Clock distribution:
Drawn at 4 px/µm.
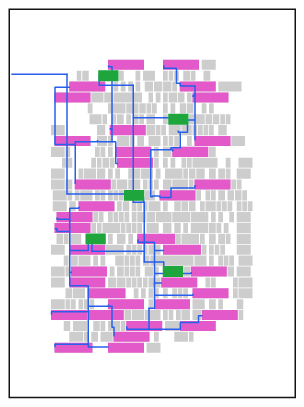
Selected gate families:
Drawn at 3 px/µm.
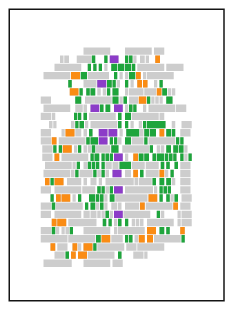
## config.mk

```make
export PLATFORM = sky130hd
export DESIGN_NAME = escalonador_quantum_flat
export DESIGN_NICKNAME = d
export VERILOG_FILES = /design/src/rtl/escalonador_quantum_if.sv /design/src/rtl/escalonador_quantum.sv /design/src/flat_wrapper.sv
export SDC_FILE = /design/constraint.sdc
export NUM_CORES = 1
export LEC_CHECK = 0
export ABC_AREA = 1
export CAP_MARGIN = 20
export CORE_ASPECT_RATIO = 1.5
export CORE_MARGIN = 10
export CORE_UTILIZATION = 60
export CTS_CLUSTER_DIAMETER = 80
export DETAILED_ROUTE_END_ITERATION = 12
export GPL_TIMING_DRIVEN = 0
export PLACE_DENSITY = 0.94
export SLEW_MARGIN = 20
export SYNTH_ARGS = -nofsm -noshare
export SYNTH_HDL_FRONTEND = slang
export SYNTH_SLANG_ARGS = --single-unit
```

## constraint.sdc

```tcl
create_clock -name clk -period 5 [get_ports clk]
set_clock_uncertainty 0.1 [all_clocks]
set_input_delay 0.75 -clock clk [delete_from_list [all_inputs] [get_ports clk]]
set_output_delay 0.75 -clock clk [all_outputs]
set_load 0.1 [all_outputs]
```

## src/rtl/escalonador_quantum_if.sv

```systemverilog
// Bus between the quantum scheduler and the OS control block.
// The n_preempcoes statistic exists only with ESCALONADOR_ESTATISTICA_EN defined.
interface escalonador_quantum_if #(
  parameter int QW = 8
);
  logic          Sel_BIOS;
  logic [1:0]    id_proc;
  logic          instr_valida;
  logic          fim_proc;
  logic          ack_so;
  logic          quantum_wr;
  logic [QW-1:0] quantum_din;
  logic          pronto_wr;
  logic [3:0]    pronto_din;
  logic          Set_pid_0;
  logic          Set_ctx;
  logic [1:0]    id_proc_atual;
  logic [3:0]    pronto;
`ifdef ESCALONADOR_ESTATISTICA_EN
  logic [15:0]   n_preempcoes;

  modport slave (
    input  Sel_BIOS, id_proc, instr_valida, fim_proc, ack_so,
           quantum_wr, quantum_din, pronto_wr, pronto_din,
    output Set_pid_0, Set_ctx, id_proc_atual, pronto, n_preempcoes
  );
  modport master (
    output Sel_BIOS, id_proc, instr_valida, fim_proc, ack_so,
           quantum_wr, quantum_din, pronto_wr, pronto_din,
    input  Set_pid_0, Set_ctx, id_proc_atual, pronto, n_preempcoes
  );
`else
  modport slave (
    input  Sel_BIOS, id_proc, instr_valida, fim_proc, ack_so,
           quantum_wr, quantum_din, pronto_wr, pronto_din,
    output Set_pid_0, Set_ctx, id_proc_atual, pronto
  );
  modport master (
    output Sel_BIOS, id_proc, instr_valida, fim_proc, ack_so,
           quantum_wr, quantum_din, pronto_wr, pronto_din,
    input  Set_pid_0, Set_ctx, id_proc_atual, pronto
  );
`endif
endinterface

```

## src/rtl/escalonador_quantum.sv

```systemverilog
// Preemptive round-robin scheduler (PIDs 1..3) with instruction-quantum timer.
// Optional ESCALONADOR_ESTATISTICA_EN adds a saturating quantum-expiry counter.
module escalonador_quantum #(
  parameter int            QW          = 8,
  parameter logic [QW-1:0] QUANTUM_INI = QW'(16)
) (
  input logic clk,
  input logic reset,
  escalonador_quantum_if.slave bus
);

  typedef enum logic [2:0] {
    OCIOSO, DESPACHA, EXECUTANDO, PREEMPTA, AGUARDA_SO
  } state_t;

  state_t        state;
  logic          set_pid_0_r, set_ctx_r;
  logic [1:0]    atual, last;
  logic [3:0]    pronto_r;
  logic [QW-1:0] quantum, q_ativo, cnt;
  logic [1:0]    nxt_pid;
  logic          found, count_en, expira;

  // Round-robin pick: candidates last+1, last+2, last+3 folded into 1..3;
  // iterate backwards so the nearest ready PID wins.
  always_comb begin
    nxt_pid = 2'd0;
    for (int k = 2; k >= 0; k--) begin
      int cand;
      cand = ((int'(last) + k) % 3) + 1;
      if (pronto_r[cand]) nxt_pid = 2'(cand);
    end
  end

  assign found    = (nxt_pid != 2'd0);
  assign count_en = bus.instr_valida && (bus.id_proc != 2'd0);
  assign expira   = count_en && (q_ativo != '0) && (cnt == QW'(q_ativo - 1'b1));

  // Pulses are launched on the edge entering DESPACHA/PREEMPTA so each
  // appears one cycle after its cause.
  always_ff @(posedge clk or negedge reset) begin
    if (!reset) begin
      state       <= OCIOSO;
      set_pid_0_r <= 1'b0;
      set_ctx_r   <= 1'b0;
      atual       <= 2'd0;
      last        <= 2'd3;
      pronto_r    <= 4'd0;
      cnt         <= '0;
      quantum     <= QUANTUM_INI;
      q_ativo     <= QUANTUM_INI;
    end else begin
      set_pid_0_r <= 1'b0;
      set_ctx_r   <= 1'b0;
      if (bus.quantum_wr) quantum  <= bus.quantum_din;
      if (bus.pronto_wr)  pronto_r <= bus.pronto_din & 4'b1110;
      if (bus.Sel_BIOS) begin
        state <= OCIOSO;
        cnt   <= '0;
      end else begin
        case (state)
          OCIOSO, AGUARDA_SO: begin
            if (bus.ack_so) begin
              state <= DESPACHA;
              if (found) begin
                set_ctx_r <= 1'b1;
                atual     <= nxt_pid;
                last      <= nxt_pid;
                cnt       <= '0;
                q_ativo   <= quantum;
              end
            end
          end
          DESPACHA: state <= set_ctx_r ? EXECUTANDO : OCIOSO;
          EXECUTANDO: begin
            if (count_en && cnt != '1) cnt <= cnt + 1'b1;
            // Later assignment overrides a same-cycle pronto_wr.
            if (bus.fim_proc) pronto_r[atual] <= 1'b0;
            if (expira || bus.fim_proc) begin
              state       <= PREEMPTA;
              set_pid_0_r <= 1'b1;
              cnt         <= '0;
            end
          end
          PREEMPTA: state <= AGUARDA_SO;
          default:  state <= OCIOSO;
        endcase
      end
    end
  end

  assign bus.Set_pid_0     = set_pid_0_r;
  assign bus.Set_ctx       = set_ctx_r;
  assign bus.id_proc_atual = atual;
  assign bus.pronto        = pronto_r;

`ifdef ESCALONADOR_ESTATISTICA_EN
  logic [15:0] n_pre;

  always_ff @(posedge clk or negedge reset) begin
    if (!reset)
      n_pre <= 16'd0;
    else if (!bus.Sel_BIOS && state == EXECUTANDO && expira && !bus.fim_proc &&
             n_pre != 16'hFFFF)
      n_pre <= n_pre + 16'd1;
  end

  assign bus.n_preempcoes = n_pre;
`endif

endmodule

```

## src/flat_wrapper.sv

```systemverilog
// flat-port wrapper written by rule: the top's interface ports become plain ports
module escalonador_quantum_flat 
#(
  parameter int            QW          = 8,
  parameter logic [QW-1:0] QUANTUM_INI = QW'(16)
)
  (clk, reset, bus_Sel_BIOS, bus_id_proc, bus_instr_valida, bus_fim_proc, bus_ack_so, bus_quantum_wr, bus_quantum_din, bus_pronto_wr, bus_pronto_din, bus_Set_pid_0, bus_Set_ctx, bus_id_proc_atual, bus_pronto);
  escalonador_quantum_if #(.QW(QW)) bus_i ();
  input logic clk;
  input logic reset;
  input wire logic [$bits(bus_i.Sel_BIOS)-1:0] bus_Sel_BIOS;
  input wire logic [$bits(bus_i.id_proc)-1:0] bus_id_proc;
  input wire logic [$bits(bus_i.instr_valida)-1:0] bus_instr_valida;
  input wire logic [$bits(bus_i.fim_proc)-1:0] bus_fim_proc;
  input wire logic [$bits(bus_i.ack_so)-1:0] bus_ack_so;
  input wire logic [$bits(bus_i.quantum_wr)-1:0] bus_quantum_wr;
  input wire logic [$bits(bus_i.quantum_din)-1:0] bus_quantum_din;
  input wire logic [$bits(bus_i.pronto_wr)-1:0] bus_pronto_wr;
  input wire logic [$bits(bus_i.pronto_din)-1:0] bus_pronto_din;
  output wire logic [$bits(bus_i.Set_pid_0)-1:0] bus_Set_pid_0;
  output wire logic [$bits(bus_i.Set_ctx)-1:0] bus_Set_ctx;
  output wire logic [$bits(bus_i.id_proc_atual)-1:0] bus_id_proc_atual;
  output wire logic [$bits(bus_i.pronto)-1:0] bus_pronto;
  assign bus_i.Sel_BIOS = bus_Sel_BIOS;
  assign bus_i.id_proc = bus_id_proc;
  assign bus_i.instr_valida = bus_instr_valida;
  assign bus_i.fim_proc = bus_fim_proc;
  assign bus_i.ack_so = bus_ack_so;
  assign bus_i.quantum_wr = bus_quantum_wr;
  assign bus_i.quantum_din = bus_quantum_din;
  assign bus_i.pronto_wr = bus_pronto_wr;
  assign bus_i.pronto_din = bus_pronto_din;
  assign bus_Set_pid_0 = bus_i.Set_pid_0;
  assign bus_Set_ctx = bus_i.Set_ctx;
  assign bus_id_proc_atual = bus_i.id_proc_atual;
  assign bus_pronto = bus_i.pronto;
  escalonador_quantum #(.QW(QW), .QUANTUM_INI(QUANTUM_INI)) u_core (.clk(clk), .reset(reset), .bus(bus_i));
endmodule
```

==> reports/qor.csv <==
stage,metric,value,unit
cells_and_area,drive_gt1_frac,0.144,
logic_synthesis,common_cells,"nand2_1, inv_1, dfrtp_1",
worst_setup_path,cp_top_family,buffers and inverters,
flow_run,warning_count,31,
detailed_routing,drt_iter0_drc,71,
logic_synthesis,ys_cells,318,
sta,fin_crit,2.74,ns
detailed_routing,drcViolationCount,0,
logic_synthesis,fp_nets,347,
placed_design,dp.cells,390,
grt,grt_pass1_wl,9190,µm
cells_and_area,num_antenna_cells,0,
placed_design,hpwl,4240,µm
detailed_routing,ant_nets,0,
pwr,leakagePower,1.43,nW
detailed_routing,firstDrtPassIters,4,
logic_synthesis,syn_avg_cell_area,7.39,µm²
detailed_routing,vias,2163,
flow_run,max-cap-violations,0,
run_status,run_status,"complete, no violations",
cts,cts.sinks,37,
logic_synthesis,ys_seq_share,0.396,
worst_setup_path,worstReg2RegStart,u_core.last[0],
grt,grt-ovfl-total,0,
logic_synthesis,edf_count,0,
cts,cts_tree,done,
cells_and_area,top_regs,"u_core.cnt (8), u_core.q_ativo (8), u_core.quantum (8)",
worst_setup_path,worstPathCellList,clkdlybuf4s50_1,
worst_setup_path,worstPathBufferInverterCount,1,
worst_setup_path,cp.depth,1,
floorplan,ios,30,
logic_synthesis,ys_area,0.00235,mm²
floorplan,num_rows,27,
floorplan,coreArea,0.00372,mm²
logic_synthesis,numSynthFlops,37,
detailed_routing,wl,5410,µm
grt,grt_max_degree,30,
worst_setup_path,crit_fanout,5,
floorplan,die_area,0.00687,mm²
sta,timing.slew.headroom,0.351,
detailed_routing,wl_per_cell,13.6,µm
cts,h-tree-depth,2,
grt,grt.total_usage,0.158,
cells_and_area,fin_area,0.00282,mm²
pwr,ir_drop,0.447,mV
worst_setup_path,required,4.15,ns
sta,grt_setup_unrepaired,false,
grt,grt.met3_usage,0.0439,
worst_setup_path,end_kind,primary output,
cts,cts_hold_buffers,0,
sta,whs,0.206,ns
logic_synthesis,synthCells,318,
logic_synthesis,topCellsByArea,"dfrtp_1, nand2_1, inv_1",
sta,finalSetupViolCount,0,
grt,grt_use_met1,0.156,
floorplan,die_w,71.1,µm
grt,grt-busiest-layer,met2,
logic_synthesis,top_cell_area_share,0.351,
worst_setup_path,r2r_slack,2.54,ns
detailed_routing,via_per_inst,5.43,
placed_design,place_congestion,0.868,
placed_design,place_ws,2.39,ns
cts,path_clk_slew,0.08,ns
About 'clock distribution':
legend:
  blue:
    item: clock wires
    length: 479 µm
  green:
    item: clock-net drivers
    count: 5
  magenta:
    item: flip-flops
    count: 37
routed clock nets: 6
clk latency late pin: 0.30 ns
power share of the clock group: 0.186

About 'selected gate families':
legend:
  purple:
    family: xor and xnor cells
    cells: 11
    most_used: xor2_1
  orange:
    family: aoi and oai cells
    cells: 35
    most_used: o21ai_0
  green:
    family: nand cells
    cells: 136
    most_used: nand2_1
Post-Layout Cell Count: 398
Comb/total area: 0.427
Commonest Layout Cell: nand2_1

## layout make-up
type	instances	area (µm²)
clock inverter	3	46.3
multi-input combinational	227	1200
clock buffer	5	68.8
buffer	5	35.0
timing repair buffer	29	295
tap	43	53.8
fill	264	901
sequential	37	931
inverter	49	184
## power breakdown
part           leakage (nW)  switching, mW  internal (mW)
combinational         0.910          0.490          0.246
sequential            0.468         0.0645          0.366
clock                0.0543          0.117          0.149
total                  1.43          0.671          0.762
## cell families (layout without fill, tap and decap cells)
logic type | Yosys count | after routing | share of synthesized area
buffers and inverters | 54 | 91 | 0.0931
AND-OR/OR-AND | 35 | 35 | 0.0958
adder cells (fa/ha/maj) | 7 | 7 | 0.0373
flip-flops | 37 | 37 | 0.396
XOR/XNOR | 11 | 11 | 0.0410
AND/OR/NAND/NOR | 174 | 174 | 0.337
Power and IR drop assume default switching activity.
